**Run 1: the metal 1 layer**

Scale bar: 20 um. Supply wires on this layer in gray.
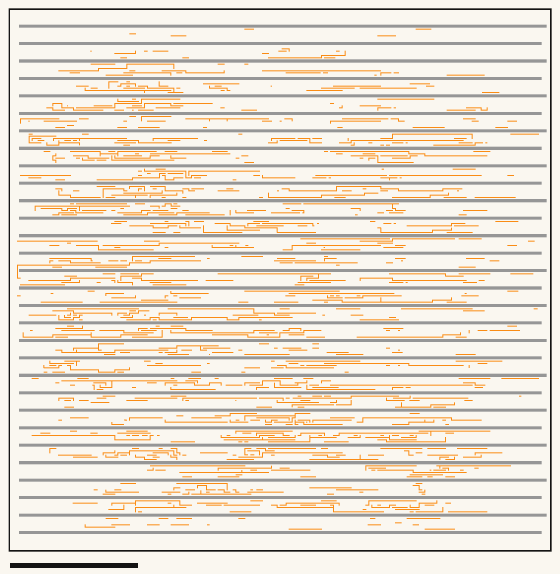
**Run 1: M2 wires**

Scale bar: 20 um.
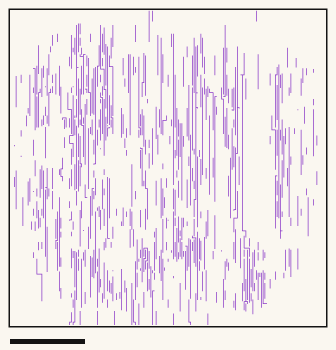
**Run 1: metal 3**

Cells faint in the background.
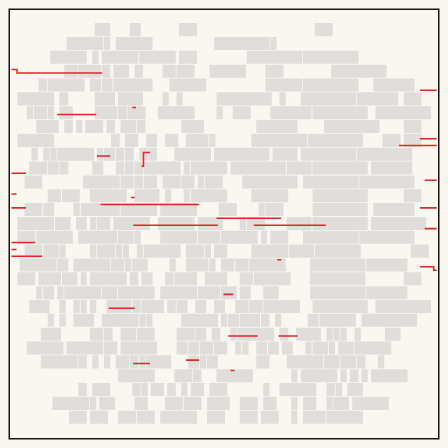
**Run 1: clock distribution**

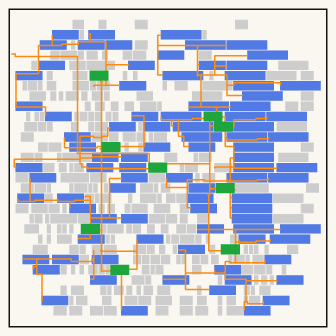
==> config.mk <==
export PLATFORM = sky130hd
export DESIGN_NAME = ikbd_host_uart
export DESIGN_NICKNAME = d
export VERILOG_FILES = /design/src/rtl/ikbd_host_uart.sv
export SDC_FILE = /design/constraint.sdc
export NUM_CORES = 1
export LEC_CHECK = 0
export CORE_UTILIZATION = 56
export DETAILED_ROUTE_END_ITERATION = 16
export PLACE_DENSITY = 0.81
export SKIP_LAST_GASP = 1
export SLEW_MARGIN = 20
export SYNTH_ARGS = -nofsm -noshare
export SYNTH_HDL_FRONTEND = slang
export SYNTH_SLANG_ARGS = --single-unit
export TNS_END_PERCENT = 10
==> constraint.sdc <==
create_clock -name clk -period 4 [get_ports clk]
set_clock_uncertainty 0.15 [all_clocks]
set_input_delay 0.6 -clock clk [delete_from_list [all_inputs] [get_ports clk]]
set_output_delay 0.6 -clock clk [all_outputs]
set_load 0.01 [all_outputs]
==> results_slide.txt, run 1 <==
Physical Implementation Snapshot

Run status
  – Status: finished, violations left
  – Violated checks: design-rule violations

STA
  – Hold Vio Cnt, Final: 0
  – Final setup fails: 0
  – Min cycle time layout: approximately 2.8 ns
  – Final Max Tran Viols: 0
  – Hold WS: 0.264 ns
  – RSZ-0062 raised after global routing: no
  – FMAX: 0.353 GHz
  – Final worst-path cycle share: 70.9%

Finish
  – Max reg flops: 32
  – Most used logic cell in the final layout: dfxtp_1
  – P&R area growth vs syn: 14.1%
  – Comb area: about 1600 um^2
  – Most common logic cells in the final layout: 57 x dfxtp_1, 46 x nor2_1, 32 x edfxtp_1
  – Diodes inserted: 0
  – Nets@finish: approximately 380

Worst setup path
  – Critical Path Start Type: flip-flop
  – WP data required: roughly 3.3 ns
  – Crit. End Element: primary output
  – Worst path cell trace: mux4_2 -> clkdlybuf4s50_1
  – Bufs and invs on worst path: 1
  – Critical path arrival: 2.09 ns
  – Flop-to-flop setup slack: between 1.5 and 2 ns
  – Kind of critical path: reg -> out
  – Critical path's largest stage delay: around 0.67 ns
  – Highest-delay cell along the critical path: dfxtp_1

Run
  – Count of tool warnings: 29

Synth
  – Adder Area Share: under 10%
  – Synth Seq Share: 55.7%
  – Net Count, Synth: roughly 350
  – Post-Synth XOR/XNOR Area: about 2.8%
  – Synth Flop Type: dfxtp_1
  – Mapped cell area: 3770 um^2
  – Avg Inst Size Synth: about 12 um^2
  – Number of cells in Yosys stat: between 300 and 400
  – Simple-gate share of the synthesized area: between 10% and 20%
  – Chip Area, Yosys: about 3800 um^2

Worst hold path
  – Hold path cells: 1

Global route
  – Global-route wire length before repair: about 11 mm
  – Grt total ovfl: 0
  – GRT Overall Usage: roughly a fifth
  – Vias in the first global route: 2,460
  – Largest net degree at the start of global routing: roughly 50

Clock tree
  – Clock Root Buffer: clkbuf_8
  – CTS tree: built
  – Clock buffer depth: 2
  – Clock slew seen by the registers of the worst setup and hold paths: 0.08 ns
  – Post-CTS Hold Fix Bufs: 0
  – CTS H-tree depth: 3
  – Clk sinks: 89

Routing
  – Drt pass-1 iters: 10
  – 1st-iter DRT viols: ~150
  – Antenna-violating nets left: 0
  – DR WL/cell: around 15 um
  – Residual DRC: 2

Placement
  – Hpwl dp: 4.40 mm
  – IO buf count: 29
  – Pre-CTS setup slack: about 1.2 ns

Pwr
  – Power per cell area: ~430 nW/um^2
  – Static Leak: ~1.5 nW

Floorplanning
  – Cell Rows: 29
  – CORE AREA: roughly 6400 um^2
  – Die Area: 7070 um^2
  – I/O pins: 30
  – Initial Util: between 50% and 60%
About 'the metal 1 layer':
main direction: horizontal
nets with wire on the layer: 346
longest straight run: 22.1 um
share of all routed wire: 46%
wire length on this layer: 3,030 um
met1 Use GR: 24.2%
Post-Route WL: 6.52 mm
vias: 2,470

About 'M2 wires':
wire length on this layer: 3,230 um
share of all routed wire: 50%
GR Layer Usage met2: 34.4%

About 'metal 3':
longest straight run: 19.1 um
share of all routed wire: 2.4%
main direction: horizontal
wire length on this layer: 156 um
nets with wire on the layer: 22
grt met3 use: 3.36%

About 'clock distribution':
legend:
  blue:
    item: flip-flops
    count: 89
  green:
    item: cells driving clock nets
    count: 9
  orange:
    item: clock wires
    length: 914 um
routed clock nets: 10
Clock Power Share: 31.1%
Clock Power: 580 uW
Latency at later pin: 0.35 ns

run 1: power breakdown:
| group | total (mW) | leakage, nW | switching (mW) | internal [mW] |
|---|---|---|---|---|
| clock | 0.580 | 0.0975 | 0.300 | 0.280 |
| combinational | 0.277 | 0.675 | 0.108 | 0.169 |
| sequential | 1.01 | 0.759 | 0.0470 | 0.961 |
run 1: through the flow:
step	utilization (%)	cells	total power [mW]	area [um^2]
finish	67.1	435	1.87	4310
global route	67.1	435	1.95	4310
CTS	67.1	435	1.88	4310
detailed placement	64.1	419	1.31	4120
global placement	64.1	419	1.30	4120
floorplan	-	326	1.20	3770
run 1: area by class of cell:
type | count | share of cell area, %
multi-input combinational | 213 | 36.6
inverter | 9 | 0.784
sequential | 89 | 48.8
tap | 77 | 2.24
timing repair buffer | 31 | 7.09
clock buffer | 12 | 3.86
clock inverter | 4 | 0.610
run 1: Yosys cell counts (3+ instances only):
cell type  count  area (um^2)
mux2i_1       12          120
a21oi_1       13         65.1
dfxtp_1       57         1140
clkbuf_1       9         33.8
inv_1          9         33.8
buf_2          3         15.0
nand2b_1       4         25.0
and2_2         4         30.0
nor2_1        46          173
o21ai_0        4         20.0
nor3b_1        4         30.0
edfxtp_1      32          961
nand3_1       10         50.1
nand2_1       16         60.1
a22oi_1        9         67.6
or2_2          3         18.8
nor2b_1        5         31.3
mux4_2         8          180
xnor2_1        7         61.3
a31oi_1        3         18.8
xor2_1         5         43.8
nor3_1         6         30.0
and3_1         4         25.0
ha_1          11          138
run 1: per-layer routing:
metal  global-route usage, %  up-vias  routed length, um
li1                        -     1233                  -
met1                    24.2     1188               3030
met3                    3.36       11                155
met5                       0        -                  0
met4                    8.78        0                106
met2                    34.4       38               3230
**Run 1: track usage over the die**

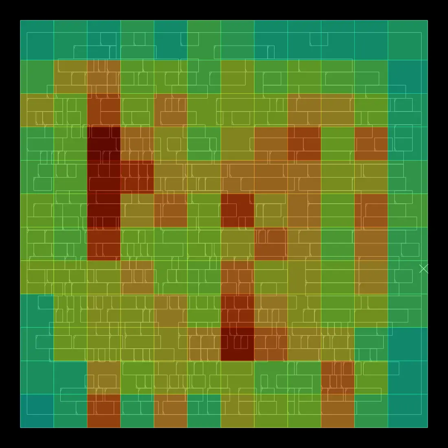

==> run 2: changes to the inputs <==
CORE_UTILIZATION = 52   (was 56)
PLACE_DENSITY = 0.79   (was 0.81)
clock period = 2.5 ns   (was 4 ns; I/O delays follow)
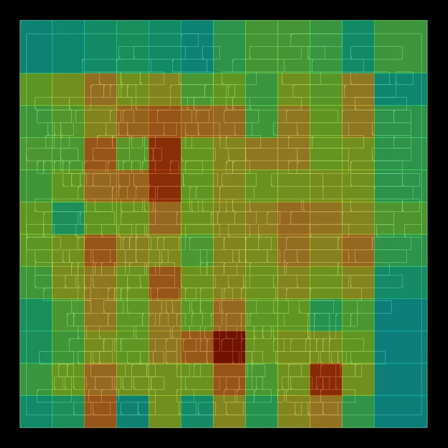
**Above:** run 2 (track usage over the die).
GRT Overall Usage: 18.5%
DR WL/cell: 13.5 um

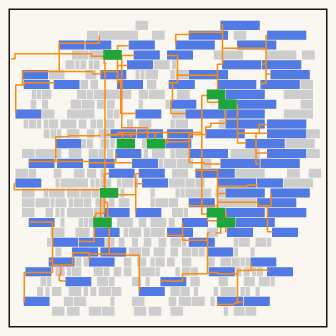
**Above:** run 2 (clock distribution).
legend:
  orange:
    item: clock wires
    length: 898 um
  blue:
    item: flip-flops
    count: 89
  green:
    item: cells driving clock nets
    count: 9
flops lie: spread over the die
Clock Power Share: 34.0%
Latency at later pin: 0.34 ns
Clock Power: 1.08 mW

==> run 2 against run 1 <==
The flow now finishes without violations. First-iteration DRC count increased by 5.8%. Highest routed layer unchanged. Combinational power rose by 83%. Clock power rose by 86%. Sequential share of layout area decreased by 1.3 points. Core utilization is 3.0 points lower. Critical path type unchanged.
==> results_slide.txt, run 2 <==
Physical Implementation Snapshot

Run status
  – Status: finished, final reports clean (was finished, violations left)

Worst setup path
  – WP data required: 1.98 ns (was 3.25 ns)
  – Critical Path Start Type: flip-flop (unchanged)
  – Flop-to-flop setup slack: 0.18 ns (was 1.65 ns)
  – Critical path arrival: 1.86 ns (was 2.09 ns)
  – Crit. End Element: primary output (unchanged)
  – Kind of critical path: reg -> out (unchanged)

Synth
  – Post-synth area hogs: dfxtp_1 30%, edfxtp_1 25%, mux4_2 4.8%, nor2_1 4.6%, ha_1 3.6% (unchanged)
  – Avg Inst Size Synth: 11.6 um^2 (unchanged)
  – Cell with the most instances after synthesis: dfxtp_1 (unchanged)
  – Chip Area, Yosys: 3770 um^2 (unchanged)
  – Mapped cell area: 3770 um^2 (unchanged)
  – Synth Seq Share: 55.7% (unchanged)
  – Post-Synthesis Cells: 326 (unchanged)
  – Post-synth top area cell: dfxtp_1 (unchanged)
  – Top cell area share: 30.2% (unchanged)
  – Synth Flop Type: dfxtp_1 (unchanged)
  – Number of cells in Yosys stat: 326 (unchanged)

Routing
  – Routed met3 length: 227 um (was 155 um)
  – Antenna-violating nets left: 0 (unchanged)
  – DR top layer: met4 (unchanged)
  – Vias: 2,518 (was 2,470)
  – Drt pass-1 iters: 4 (was 10)
  – Met2 WL: 2.89 mm (was 3.23 mm)
  – Residual DRC: 0 (was 2)
  – 1st-iter DRT viols: 163 (was 154)
  – Routed length on met1: 3.01 mm (was 3.03 mm)
  – Post-Route WL: 6.23 mm (was 6.52 mm)

Clock tree
  – Post-CTS Hold Fix Bufs: 0 (unchanged)
  – Clk sinks: 89 (unchanged)
  – Clock slew seen by the registers of the worst setup and hold paths: 0.08 ns (about the same)
  – CTS tree: built (unchanged)
  – Clock buffer depth: 2 (unchanged)
  – CTS H-tree depth: 3 (unchanged)

STA
  – Min cycle time layout: between 2 and 2.5 ns
  – Final setup fails: 0 (unchanged)
  – FMAX: approximately 0.42 GHz
  – RSZ-0062 raised after global routing: no (unchanged)
  – Final worst-path cycle share: approximately 95%
  – Hold Vio Cnt, Final: 0 (unchanged)

Pwr
  – Overall power: 3.16 mW (was 1.87 mW)
  – Comb power frac: 16.0% (was 14.8%)
  – Sw frac: 23.9% (was 24.4%)
  – Static Leak: 1.59 nW (was 1.53 nW)
  – Flop pwr share: 50.0% (was 54.0%)
  – Power per cell area: 714 nW/um^2 (was 433 nW/um^2)

Floorplanning
  – Cell Rows: 30 (was 29)
  – Initial Util: 54.7% (was 58.8%)
  – I/O pins: 30 (unchanged)
  – CORE AREA: 6910 um^2 (was 6420 um^2)
  – Die Area: 7600 um^2 (was 7070 um^2)

Finish
  – Post-layout util: 64.1% (was 67.1%)
  – Most used logic cell in the final layout: dfxtp_1 (unchanged)
  – Max reg flops: 32 (unchanged)
  – P&R area growth vs syn: 17.3% (was 14.1%)
  – Nets@finish: 385 (was 378)
  – Diodes inserted: 0 (unchanged)

Placement
  – IO buf count: 29 (unchanged)
  – Hpwl dp: 4.35 mm (was 4.40 mm)
  – Pre-CTS setup slack: 0.0273 ns (was 1.20 ns)

Global route
  – Largest net degree at the start of global routing: 50 (unchanged)
  – Vias in the first global route: 2,352 (was 2,460)
  – Global-route wire length before repair: 10.9 mm (was 11.0 mm)
  – Grt total ovfl: 0 (unchanged)

Worst hold path
  – Hold path cells: 1 (unchanged)
  – Type of the worst min-delay path: reg -> reg (unchanged)

Run
  – Count of tool warnings: 29 (unchanged)
==> run 2: cell type report <==
cell class / count / area, um^2 / share of cell area, %
flip-flops and latches: 89 / 2100 / 47.5
multi-input cells: 213 / 1580 / 35.6
repair buffers: 38 / 370 / 8.36
clock buffers: 9 / 124 / 2.80
well taps: 96 / 120 / 2.71
clock inverters: 7 / 100 / 2.26
inverters: 9 / 33.8 / 0.763
==> run 2: power groups by stage <==
stage / clock (mW) / combinational, mW / sequential (mW)
global placement: 0 / 0.505 / 1.61
finish: 1.08 / 0.507 / 1.58
detailed placement: 0 / 0.510 / 1.61
CTS: 1.10 / 0.513 / 1.58
floorplan: 0 / 0.327 / 1.60
global route: 1.17 / 0.558 / 1.59
==> run 2: layer usage <==
metal	vias up	global-route usage, %
li1	1240	-
met1	1217	25.2
met2	51	29.3
met3	10	3.70
met4	0	7.00
met5	-	0
==> run 2: critical path, stage by stage (launching register included) <==
cell,delay (ns)
dfxtp_1,0.32
buf_4,0.19
mux4_2,0.52
clkdlybuf4s50_1,0.49
==> run 2: logic make-up after synthesis <==
kind of cell,count (synthesis),share of synthesized area [%]
flops,89,55.7
simple gates,123,18.1
mux,23,8.85
xor+xnor,12,2.78
compound gates,43,7.89
fa+ha+maj,12,4.18
buf+inv,24,2.52
==> run 2: metrics by stage <==
step / cells / instance area (um^2) / hold slack [ns]
floorplan: 326 / 3770 / 0.239
global placement: 445 / 4200 / 0.242
detailed placement: 445 / 4200 / 0.248
CTS: 461 / 4430 / 0.267
global route: 461 / 4430 / 0.282
finish: 461 / 4430 / 0.263
Power figures rest on the tool's default switching activity, not on a simulated workload.
